Design seq_div_flat, sky130hd; sources not shown.
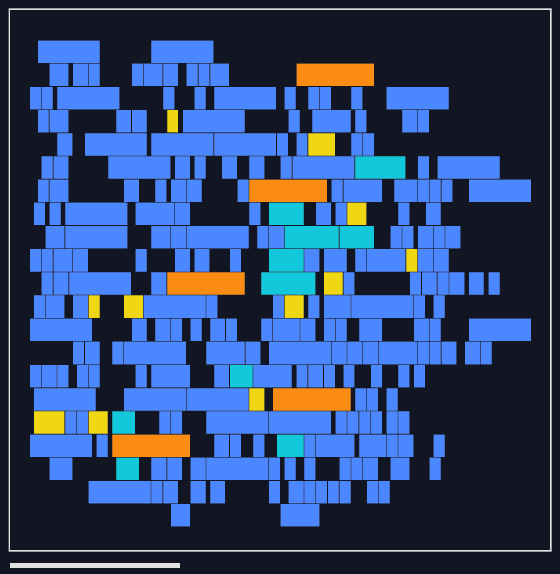
(drive-strength map)
Bar = 20 um.
colour	size	cells
yellow	x2	11
orange	x6 and larger	5
blue	x1 and smaller	228
cyan	x3 and x4	10
post-route cell area: 1940 um^2
least setup slack across all paths after layout: 0.437 ns
count of buffers not belonging to the clock network in the layout: 3
area delta synth->final: 10.1%

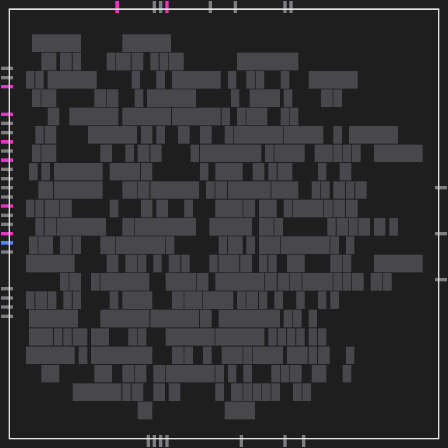
(pin map)
Pins as bars across the die edge, other pins in grey.
colour	port	pins	direction	edge
magenta	`bus_i_a`	8	input	6 left, 2 top
blue	`bus_o_b_ready`	1	output	left
all pins by edge	23 left, 8 top, 7 bottom, 3 right
vertical extent of the die: 63.4 um
Die X-Extent: 63.4 um
total of buffers placed on input and output ports: 0

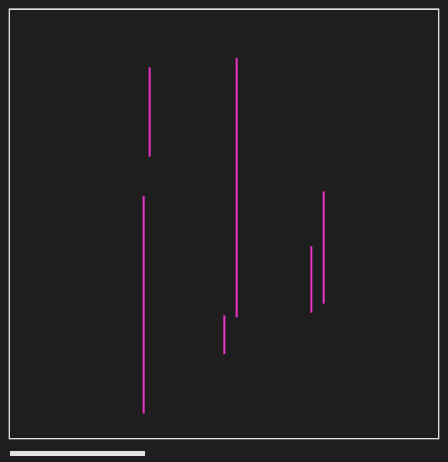
(signal wires on met4)
Bar = 20 um.
wire length on this layer	114 um
longest straight run	38.1 um
routed wire length: 3990 um
routed via count: 1,592

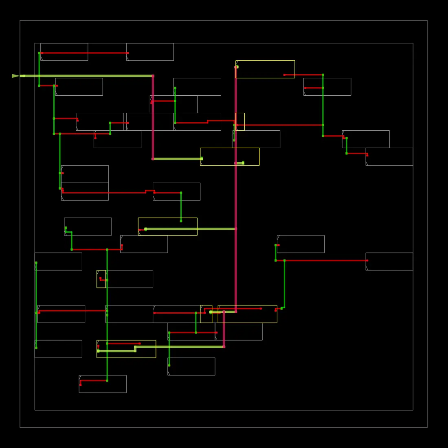
(clock wiring as the flow saved it)
tally of clock buffers in the finished layout: 5
number of buffers inserted during clock tree synthesis: 5
total number of clock tree sinks: 30
sequential cells: 30

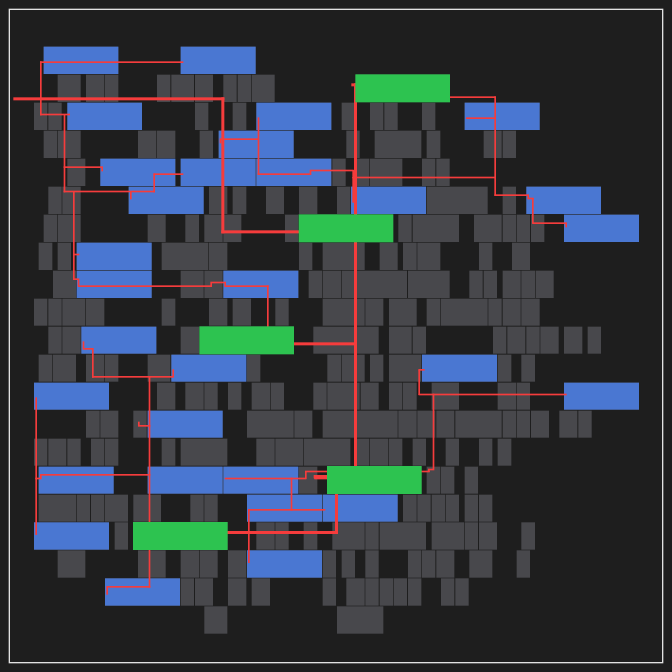
(clock wires, drivers and flops)
[green] clock-net drivers | count: 5
[blue] flip-flops | count: 30
[red] clock wires | length: 401 um
routed clock nets	6
flops lie	spread over the die
clock group total power: 499 uW
clk latency late pin: 0.27 ns
clock share of power: 32.7%

==> run summary <==
Implementation results are summarized by area below.

Final timing
The worst hold margin is approximately 0.15 ns. The top achievable clock speed is 423 MHz. The actual transition at the worst max-transition pin is about 0.54 ns. The total negative setup slack is 0 ns. The final tally of setup violations is 0. The worst path in the final design needs a cycle of 2.36 ns, including I/O delays and setup.

Hold path
The tightest min-delay check is of the input port to register type. The number of cells on the worst hold path is 1.

Route
The met3 routed wirelength is 288 um. The post-route met1 wirelength is 1700 um. The routed wire length on met2 is 1890 um.

The uppermost metal layer occupied by signal nets is met4. The number of detailed-route iterations in the first pass is 4. The via density per instance is 5.31.

Clock tree
The count of hold-fix buffers inserted at cts is 0. CTS placed an instance of sky130_fd_sc_hd__clkbuf_16 at the clock tree root. Counting along the longest clock path gives a buffer depth of 2.

Die
The row count is 21. The floorplan report lists the tap cell count as between 40 and 50. The number of placed I/O pins is 41.

Finish
The number of filler cells placed in the layout is 348. Registers take approximately 600 um^2. The final layout net count is 285. The layout summary lists the proportion of cells stronger than drive strength 1 as 10.2%. The area taken by multi-input logic gates is slightly below 1000 um^2.

The fraction of cell area in multi-input combinational cells is reported as 50.5%. Per the cell usage report, the commonest logic cell in the layout is sky130_fd_sc_hd__nand2_1. The clock-cell share of area is 7.09%.

Outcome
The run finished with clean final reports.

Global route
The met1 track demand over resource in global routing is 24.2%. The via count of the first global-routing pass came to approximately 1,600. For this run, global-route usage on met2 was measured as 38.2%. The first global-routing pass estimated 6960 um of wire. The initial antenna violation count is 0. Global routing consumed, on the met3 layer, a little under 8% of the routing resources. Entering global routing, the biggest net connects 21 pins.

Critical path
The type of the setup path with the least slack is register to register. STA classifies the critical path startpoint as a register. The top cell family by delay on the critical path is simple AND/OR/NAND/NOR gates. The count of buffer and inverter cells on the critical path is 2. At the worst endpoint, the required time is approximately 2.8 ns.

The dominant cell type by count on the critical path is sky130_fd_sc_hd__nand2_4. For this run, the slowest stage of the critical path takes 0.46 ns. The critical path arrival is 2.33 ns.

Placed design
Once detailed placement completed, the half-perimeter wirelength came to 2960 um. The cell area reported after detailed placement is about 1800 um^2.

Yosys
The area share of xor/xnor cells in the synthesized design is 1.49%. Yosys reported that registers with async set or reset make up 0%. The mean instance size in the synthesized netlist is 7.02 um^2.

The post-synth design cell area is 1760 um^2. The area fraction of the largest cell type after synthesis is 34.1%. The area fraction in mux cells is 0%. In this run, the synthesized area fraction spent on AND-OR/OR-AND gates is recorded as 15.0%.

The synthesis report lists the most area-consuming cells as sky130_fd_sc_hd__dfxtp_1 34%, sky130_fd_sc_hd__nand2_1 14%, sky130_fd_sc_hd__inv_1 7.5%, sky130_fd_sc_hd__ha_1 7.1%, sky130_fd_sc_hd__nand3_1 6.2%. The leading cell type by number of instances after synthesis is sky130_fd_sc_hd__nand2_1. The instance tally after logic synthesis is 251. For this run, the register share of the synthesized area comes to 34.1%. Among the non-sequential cells, simple AND/OR/NAND/NOR gates take the most area.

Pwr
The sequential-cell power consumption is 529 uW. The largest power group is registers. The fraction of power consumed by combinational cells is around 33%. The highest ir drop seen on vdd is 0.468 mV.

Run
The reported max-cap violation count is 0.
No activity file was given, so power comes from the tool's default toggle rates.
